Fig. 1: clock wiring as the flow saved it
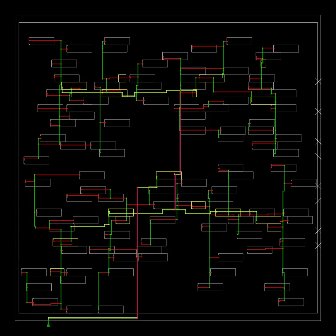
Fig. 2: met2 routing
(3 px per um) Cells faint in the background.
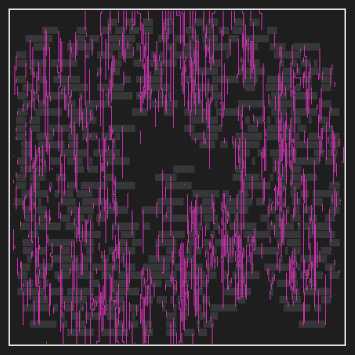
Fig. 3: I/O pins on the die edge
(2 px per um) Pins as bars across the die edge, other pins in grey.
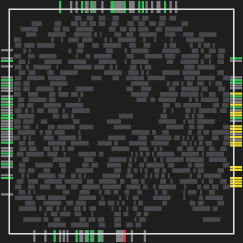
Fig. 4: cells coloured by class
(3 px per um) Fill, decap, tap and diode cells in grey.
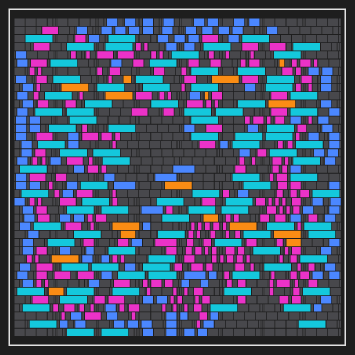
==> config.mk <==
export PLATFORM = sky130hd
export DESIGN_NAME = adau_ctrl_arbiter
export DESIGN_NICKNAME = d
export VERILOG_FILES = /design/src/rtl/adau_ctrl_arbiter.sv
export SDC_FILE = /design/constraint.sdc
export NUM_CORES = 1
export LEC_CHECK = 0
export CAP_MARGIN = 20
export CELL_PAD_IN_SITES_DETAIL_PLACEMENT = 1
export CELL_PAD_IN_SITES_GLOBAL_PLACEMENT = 1
export CORE_UTILIZATION = 35
export CTS_CLUSTER_DIAMETER = 100
export DETAILED_ROUTE_END_ITERATION = 10
export PLACE_DENSITY = 0.75
export SETUP_SLACK_MARGIN = 0.05
export SLEW_MARGIN = 20
export SYNTH_ARGS = -nofsm -noshare
export SYNTH_HDL_FRONTEND = slang
export SYNTH_SLANG_ARGS = --single-unit
==> constraint.sdc <==
create_clock -name clk -period 2.2 [get_ports clk]
set_input_delay 0.44 -clock clk [delete_from_list [all_inputs] [get_ports clk]]
set_output_delay 0.44 -clock clk [all_outputs]
set_load 0.02 [all_outputs]
==> impl_metrics.json <==
{
  "core-area_um2": 11560,
  "fin_crit_ns": 2.076,
  "cts_setup_buffers": 0,
  "drv_cap": 0,
  "grt_pass1_wl_um": 16920,
  "slew_headroom": 0.7157,
  "finalHoldViolCount": 0,
  "worstRegToRegCells": 5,
  "netlist_instances": 342,
  "yosysWarnings": 0,
  "postSynthAreaPerCell_um2": 12.28,
  "finalCritPeriodShare": 0.9437,
  "h-tree-depth": 3,
  "async_flop_share": 1.000,
  "ys_cells": 342,
  "dr.first_iter.drc_count": 93,
  "fin_skew_ns": 0.006355,
  "io_pins": 123,
  "cts_hold_buffers": 0,
  "ir_worst_vdd_uv": 597.2,
  "grt_max_degree": 42,
  "drive_gt1_frac": 0.1513,
  "p_sw_frac": 0.3435,
  "status": "finished, violations left",
  "tns_ns": 0,
  "critPathLaunchType": "input pin",
  "p_leak_nw": 2.752,
  "drv_slew": 0,
  "clkSinkCount": 95,
  "top_area_cell": "dfrtp_1",
  "ant_nets": 0,
  "placedCellCount": 603,
  "power_frac_comb": 0.416,
  "antenna_found_initial": 0,
  "route.detailed.drc": 8,
  "violations": "design-rule violations",
  "vias_per_cell": 4.927,
  "flop_cell": "dfrtp_1",
  "synth-edff-count": 0,
  "cp.arrival_ns": 1.64,
  "common_cells": "94 x dfrtp_1, 41 x nor2_1, 33 x a21oi_1, 33 x mux2i_1, 30 x mux2_4"
}
## Picture notes: Fig. 1
worst skew pair latency: 0.34 ns
Inserted Clock Buffers: 9
Power Clock: 1.53 mW

## Picture notes: Fig. 2
nets with wire on the layer: 489
longest straight run: 49.0 um
wire length on this layer: 5130 um
Detailed Route WL: 10220 um
met2 Use GR: 0.3058

## Picture notes: Fig. 3
legend:
  red:
    port: cpu_wr
    pins: 1
    direction: input
    edge: bottom
  green:
    port: init_cmd
    pins: 32
    direction: input
    edge: 12 left, 9 top, 6 right, 5 bottom
  yellow:
    port: cmd_count
    pins: 16
    direction: output
    edge: right
all pins by edge: 38 left, 32 right, 30 top, 23 bottom
die span in y: 111.5 um
Port-buffer cells: 122
Die X: 111.5 um

## Picture notes: Fig. 4
legend:
  cyan:
    class: flip-flops
    cells: 95
    share_of_their_area: 41%
  orange:
    class: clock drivers and dummy loads
    cells: 16
    share_of_their_area: 5.1%
  blue:
    class: other buffers and delay cells
    cells: 137
    share_of_their_area: 24%
  magenta:
    class: all other logic
    cells: 228
    share_of_their_area: 30%
row cnt: 39
post-layout util: 0.5151
final instance area: 5957 um2
sequential cell area share: 0.3993

## final cells by class
class | instances | area (um2)
clock buffers | 14 | 284.0
repair buffers | 137 | 1393
flip-flops and latches | 95 | 2379
clock inverters | 2 | 12.51
fillers | 1205 | 5608
inverters | 1 | 3.754
multi-input cells | 227 | 1707
well taps | 143 | 178.9
## repair_timing
item                                    in CTS  in global routing
hold endpoints to repair                     0                  0
endpoints found under the setup margin       1                  0
resized                                      1                  0
## cells by family (layout without fill, tap and decap cells)
| logic type | Yosys count | after routing | share of synthesized area |
|---|---|---|---|
| and+or+nand+nor | 99 | 99 | 0.1159 |
| DFF | 95 | 95 | 0.5665 |
| muxes | 65 | 65 | 0.1913 |
| AOI/OAI and AO/OA | 45 | 45 | 0.05751 |
| buffers and inverters | 20 | 154 | 0.02950 |
| xor gates and xnor gates | 16 | 16 | 0.03337 |
| adders and majority gates | 2 | 2 | 0.005959 |
## worst max-delay path, stage by stage
cell and delay (ns):
clkdlybuf4s50_1 0.49, nor2_1 0.05, nand2_1 0.07, clkdlybuf4s50_1 0.59
## power by group through the flow
stage	clock network (mW)	registers, mW	logic (mW)
after global placement	0	2.99	3.17
after CTS	1.58	3.01	3.28
after floorplan	0	3.29	1.61
after global routing	1.65	3.10	3.49
final	1.53	3.00	3.23
after detailed placement	0	3.03	3.27
## layout by cell type, fill, tap and decap left out, drive strengths merged, types with 2 or more instances in the layout
master         Yosys  layout
nand2             23      23
nor3               3       3
ha                 2       2
dfrtp             94      94
nand3              8       8
clkbuf             2      14
and4               2       2
xnor2             12      12
nand4              6       6
mux2              32      32
a21oi             33      33
o31ai              4       4
or2                2       2
xor2               4       4
nor2              41      41
clkdlybuf4s50      0     120
o21ai              5       5
buf               17      16
and3               5       5
mux2i             33      33
nand3b             2       2
## metrics by stage
step	cell area (um2)	utilization	setup WS (ns)	power, mW	hold slack, ns
global route	5957	0.5151	0.06332	8.248	0.04720
finish	5957	0.5151	0.1239	7.763	0.02697
CTS	5957	0.5151	0.1243	7.878	0.03979
floorplan	4199	-	0.6005	4.900	0.1444
detailed placement	5662	0.4896	0.006368	6.303	0.4100
global placement	5662	0.4896	0.02927	6.155	0.4149
## layer usage
metal / share of wire / wire, um
met5: 0 / 0
met4: 0.010 / 107
met3: 0.058 / 595
met2: 0.50 / 5129
met1: 0.43 / 4383
Power is estimated from default activity; no workload was simulated.
